### src/rtl/panel_input_pkg.sv
// Shared constants and types for the front-panel input block.
// The default debounce window is 10 ms at the nominal board clock.
package panel_input_pkg;

  localparam int CLOCK_HZ         = 100_000_000;
  localparam int DEBOUNCE_DEFAULT = CLOCK_HZ / 100;

  typedef enum logic [1:0] {
    RELEASED     = 2'd0,
    PRESS_WAIT   = 2'd1,
    PRESSED      = 2'd2,
    RELEASE_WAIT = 2'd3
  } button_state_t;

  // Debounced level implied by a button state; the WAIT states keep the old level.
  function automatic logic state_level(button_state_t s);
    return (s == PRESSED) || (s == RELEASE_WAIT);
  endfunction

endpackage

### src/rtl/debounce_cell.sv
// One-bit debouncer: 2-flop synchronizer, stability counter and level register.
// Latency DEBOUNCE_CYCLES+2 edges from first sample to level change; no backpressure.
module debounce_cell
  import panel_input_pkg::*;
#(
  parameter int DEBOUNCE_CYCLES = DEBOUNCE_DEFAULT
) (
  input  logic QUICK_CLOCK,
  input  logic rst_n,
  input  logic raw,
  output logic level,
  output logic flip
);

  localparam int              CNT_W   = $clog2(DEBOUNCE_CYCLES);
  localparam logic [CNT_W-1:0] CNT_MAX = CNT_W'(DEBOUNCE_CYCLES - 1);

  logic [1:0]       sync_q;
  logic             sync;
  logic             level_q;
  logic             level_d;
  logic             wait_q;
  logic             wait_d;
  logic [CNT_W-1:0] cnt_q;
  logic [CNT_W-1:0] cnt_d;

  always_ff @(posedge QUICK_CLOCK or negedge rst_n) begin
    if (!rst_n) begin
      sync_q <= 2'b00;
    end else begin
      sync_q <= {sync_q[0], raw};
    end
  end

  assign sync = sync_q[1];

  // The wait flag mirrors the button FSM's *_WAIT entry edge so both paths share latency.
  always_comb begin
    level_d = level_q;
    wait_d  = wait_q;
    cnt_d   = cnt_q;
    flip    = 1'b0;
    if (sync == level_q) begin
      wait_d = 1'b0;
      cnt_d  = '0;
    end else if (!wait_q) begin
      wait_d = 1'b1;
      cnt_d  = '0;
    end else if (cnt_q == CNT_MAX) begin
      level_d = sync;
      wait_d  = 1'b0;
      cnt_d   = '0;
      flip    = 1'b1;
    end else begin
      cnt_d = cnt_q + CNT_W'(1);
    end
  end

  always_ff @(posedge QUICK_CLOCK or negedge rst_n) begin
    if (!rst_n) begin
      level_q <= 1'b0;
      wait_q  <= 1'b0;
      cnt_q   <= '0;
    end else begin
      level_q <= level_d;
      wait_q  <= wait_d;
      cnt_q   <= cnt_d;
    end
  end

  assign level = level_q;

endmodule

### src/rtl/panel_input.sv
// Front-panel button/switch conditioning: synchronize, debounce, emit level and edge pulses.
// Latency DEBOUNCE_CYCLES+2 edges; pulses are single-cycle and unqualified (no backpressure).
module panel_input
  import panel_input_pkg::*;
#(
  parameter int DEBOUNCE_CYCLES = DEBOUNCE_DEFAULT,
  parameter int N_SWITCH        = 4
) (
  input  logic                QUICK_CLOCK,
  input  logic                rst_n,
  input  logic                button,
  input  logic [N_SWITCH-1:0] switch,
  output logic                button_level,
  output logic                button_press,
  output logic                button_release,
  output logic [N_SWITCH-1:0] switch_level,
  output logic                switch_change
);

  localparam int              CNT_W   = $clog2(DEBOUNCE_CYCLES);
  localparam logic [CNT_W-1:0] CNT_MAX = CNT_W'(DEBOUNCE_CYCLES - 1);

  logic [1:0]          btn_sync_q;
  logic                btn_sync;
  button_state_t       state_q;
  button_state_t       state_d;
  logic [CNT_W-1:0]    cnt_q;
  logic [CNT_W-1:0]    cnt_d;
  logic                press_d;
  logic                release_d;
  logic [N_SWITCH-1:0] sw_level;
  logic [N_SWITCH-1:0] sw_flip;

  always_ff @(posedge QUICK_CLOCK or negedge rst_n) begin
    if (!rst_n) begin
      btn_sync_q <= 2'b00;
    end else begin
      btn_sync_q <= {btn_sync_q[0], button};
    end
  end

  assign btn_sync = btn_sync_q[1];

  always_comb begin
    state_d   = state_q;
    cnt_d     = cnt_q;
    press_d   = 1'b0;
    release_d = 1'b0;
    case (state_q)
      RELEASED: begin
        if (btn_sync) begin
          state_d = PRESS_WAIT;
          cnt_d   = '0;
        end
      end
      PRESS_WAIT: begin
        if (!btn_sync) begin
          state_d = RELEASED;
          cnt_d   = '0;
        end else if (cnt_q == CNT_MAX) begin
          state_d = PRESSED;
          cnt_d   = '0;
          press_d = 1'b1;
        end else begin
          cnt_d = cnt_q + CNT_W'(1);
        end
      end
      PRESSED: begin
        if (!btn_sync) begin
          state_d = RELEASE_WAIT;
          cnt_d   = '0;
        end
      end
      RELEASE_WAIT: begin
        if (btn_sync) begin
          state_d = PRESSED;
          cnt_d   = '0;
        end else if (cnt_q == CNT_MAX) begin
          state_d   = RELEASED;
          cnt_d     = '0;
          release_d = 1'b1;
        end else begin
          cnt_d = cnt_q + CNT_W'(1);
        end
      end
      default: begin
        state_d = RELEASED;
        cnt_d   = '0;
      end
    endcase
  end

  // Outputs are registered alongside the state so level and pulse change on the same edge.
  always_ff @(posedge QUICK_CLOCK or negedge rst_n) begin
    if (!rst_n) begin
      state_q        <= RELEASED;
      cnt_q          <= '0;
      button_level   <= 1'b0;
      button_press   <= 1'b0;
      button_release <= 1'b0;
    end else begin
      state_q        <= state_d;
      cnt_q          <= cnt_d;
      button_level   <= state_level(state_d);
      button_press   <= press_d;
      button_release <= release_d;
    end
  end

  for (genvar i = 0; i < N_SWITCH; i++) begin : g_sw
    debounce_cell #(
      .DEBOUNCE_CYCLES(DEBOUNCE_CYCLES)
    ) u_cell (
      .QUICK_CLOCK(QUICK_CLOCK),
      .rst_n      (rst_n),
      .raw        (switch[i]),
      .level      (sw_level[i]),
      .flip       (sw_flip[i])
    );
  end

  // Bits flipping on the same edge collapse into a single change pulse.
  always_ff @(posedge QUICK_CLOCK or negedge rst_n) begin
    if (!rst_n) begin
      switch_change <= 1'b0;
    end else begin
      switch_change <= |sw_flip;
    end
  end

  assign switch_level = sw_level;

endmodule

### config.mk
export PLATFORM = sky130hd
export DESIGN_NAME = panel_input
export DESIGN_NICKNAME = d
export VERILOG_FILES = /design/src/rtl/panel_input_pkg.sv /design/src/rtl/debounce_cell.sv /design/src/rtl/panel_input.sv
export SDC_FILE = /design/constraint.sdc
export NUM_CORES = 1
export LEC_CHECK = 0
export ABC_AREA = 1
export CAP_MARGIN = 30
export CORE_ASPECT_RATIO = 1.4
export CORE_MARGIN = 2
export CORE_UTILIZATION = 55
export DETAILED_ROUTE_END_ITERATION = 7
export PLACE_DENSITY = 0.81
export SETUP_SLACK_MARGIN = 0.2
export SLEW_MARGIN = 20
export SYNTH_ARGS = -nofsm -noshare
export SYNTH_HDL_FRONTEND = slang
export SYNTH_SLANG_ARGS = --single-unit
### constraint.sdc
create_clock -name QUICK_CLOCK -period 1.38 [get_ports QUICK_CLOCK]
set_input_delay 0.207 -clock QUICK_CLOCK [delete_from_list [all_inputs] [get_ports QUICK_CLOCK]]
set_output_delay 0.207 -clock QUICK_CLOCK [all_outputs]
set_load 0.02 [all_outputs]
==> impl_metrics.ini <==
; synthesis and place-and-route metrics
[sta]
setup_viol = 114
drv_slew = 0
finalCritPeriodShare = 1.38
fin_crit_ps = 1900
hold_viol_final = 0
skew_ps = 12.3
fin_tns_setup_ps = -32720
relSlewSlack = 0.652
rsz0062_at_grt = true
worst_pin_slew_ps = 519
setup_ws_ps = -521

[cells_and_area]
seq_cells = 124
syn2layout_area_growth_pct = 57.6
mostFrequentLayoutCells = nand2_1 (141), buf_4 (126), dfrtp_1 (116), inv_1 (114), nor2_1 (85)
clk_share = 0.0626
clkbuf_count = 18
fin_cells = 1217
final_area_mm2 = 0.0104
sh_comb_area = 0.391
num-nonclk-inverters = 137
largest_reg_flops = 80
antenna_cells = 0
largest_register = g_sw.u_cell.cnt_q
fill_cells = 446
final_nets = 1069
dominant_cells = logic gates
buffer_area_frac = 0.174
seq_area_mm2 = 0.00311

[logic_synthesis]
mux_share = 0
ys_cells = 856
synthTopCellsByArea = dfrtp_1 (47%), nand2_1 (11%), nor2_1 (8.4%), inv_1 (7.8%), xor2_1 (4.4%)
most_common_cell = nand2_1
synth_top_cell_by_area = dfrtp_1
simple_gate_share = 0.325
ff_type = dfrtp_1
adder_share = 0.00952
numSynthFlops = 124
synth_seq_share = 0.472
edf_count = 0
mappedNetlistNets = 868
ys_chip_area_mm2 = 0.00657
top_area_frac = 0.472
compound_area_frac = 0.0472

[die]
die_area_mm2 = 0.0129
rows = 47
ios = 15
core-area_mm2 = 0.0118
initCoreUtil = 0.559
taps = 147
fp.dieH_um = 133

[global_routing]
top_usage_layer = met2
grtUsageTotal = 0.350
gr-total-overflow = 0
grt_pass1_wl_um = 34600
grt_pass1_vias = 7259
met3_usage = 0.0848

[pwr]
p_int_uw = 7140
p_sw_uw = 2220
p_seq_uw = 3710
finalPower_uw = 9360
leakagePower_uw = 0.00457
ir_worst_vdd_uv = 688
p_per_area_mw_per_mm2 = 903
power-top-group = the clock network
switching_share = 0.237
pg_clk_uw = 5060

[route]
maxUsedRoutingLayer = met5
wl_per_cell_um = 23.6
drc = 2
dr.first_iter.drc_count = 1125
ant_nets = 0
via_per_inst = 6.49
drt_pre_antenna_iters = 8

[clock_tree]
clk_path_buf_depth = 2
clock-root-buffer = clkbuf_16
cts_resized = 184
numCtsBuffers = 17
clkLatencyLatePin_ps = 440

[worst_setup_path]
cp_max_fo = 5
cpMaxStageDelayCell = dfrtp_1
crit_path_max_incr_delay_ps = 460
path_class = flop to flop
crit_chain = nand2_1, nor3_2, inv_1, nor2_4, nand3_1, nand3_2, nand2_2
rr_worst_depth = 7
worst_setup_path_start_kind = flop
crit_buf_inv = 1
critPathLaunch = cnt_q[11]
r2r-start = cnt_q[11]
cp.depth = 7
reg2reg_setup_slack_ps = -520
cp-end-kind = flop
r2r_end = cnt_q[16]
required_ps = 1700

[place]
pre_cts_ws_ps = -156
dp_cells = 1117
dp_hpwl_um = 10800

[run]
warnings = 30

[run_status]
outcome = finished with violations
violations = design-rule violations, negative setup slack

[min_path]
min_from = button
Fig. 1: met1 routing
Bar = 20 um.
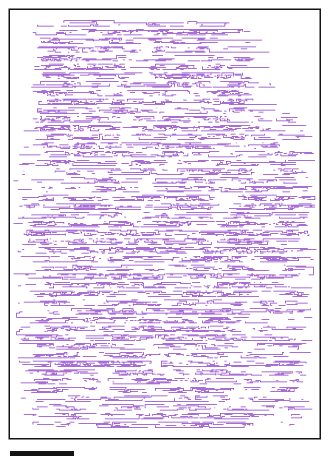
The layer holds 31% of the routed length. The longest straight run is 26.2 um.
Post-Route WL: 28800 um
vias after detailed routing: 7903
met1 Usage GRT: 0.367

Fig. 2: M2 wires
Bar = 20 um.
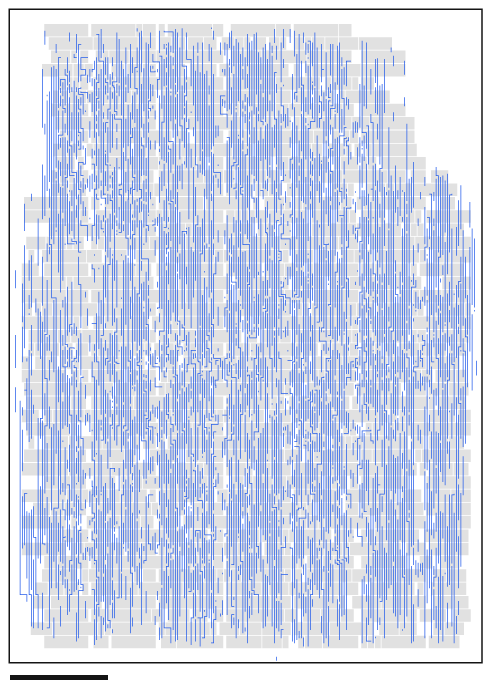
The longest straight run is 39.6 um. The wires run mostly vertical. 1006 nets have wire on it. The layer carries 14000 um of wire. The layer holds 49% of the routed length.
GR met2 Demand/Resource: 0.617

Fig. 3: the metal 3 layer
Bar = 20 um.
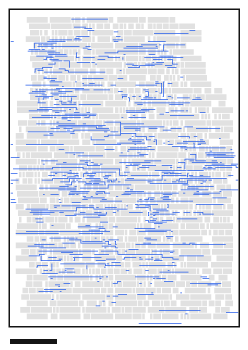
The wires run mostly horizontal. The longest straight run is 35.2 um.

Fig. 4: signal wires on met4
Bar = 20 um.
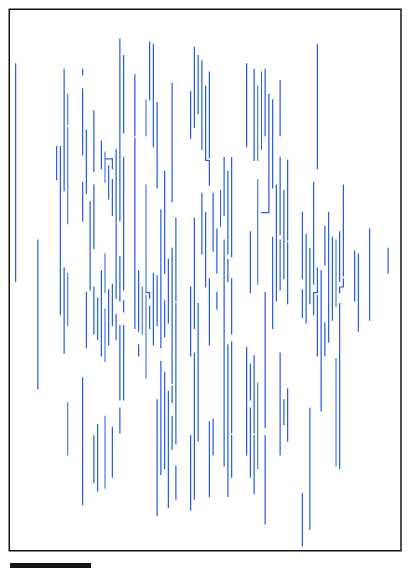
The longest straight run is 55.8 um. 142 nets have wire on it. The wires run mostly vertical. The layer holds 10% of the routed length.

Power figures rest on the tool's default switching activity, not on a simulated workload.
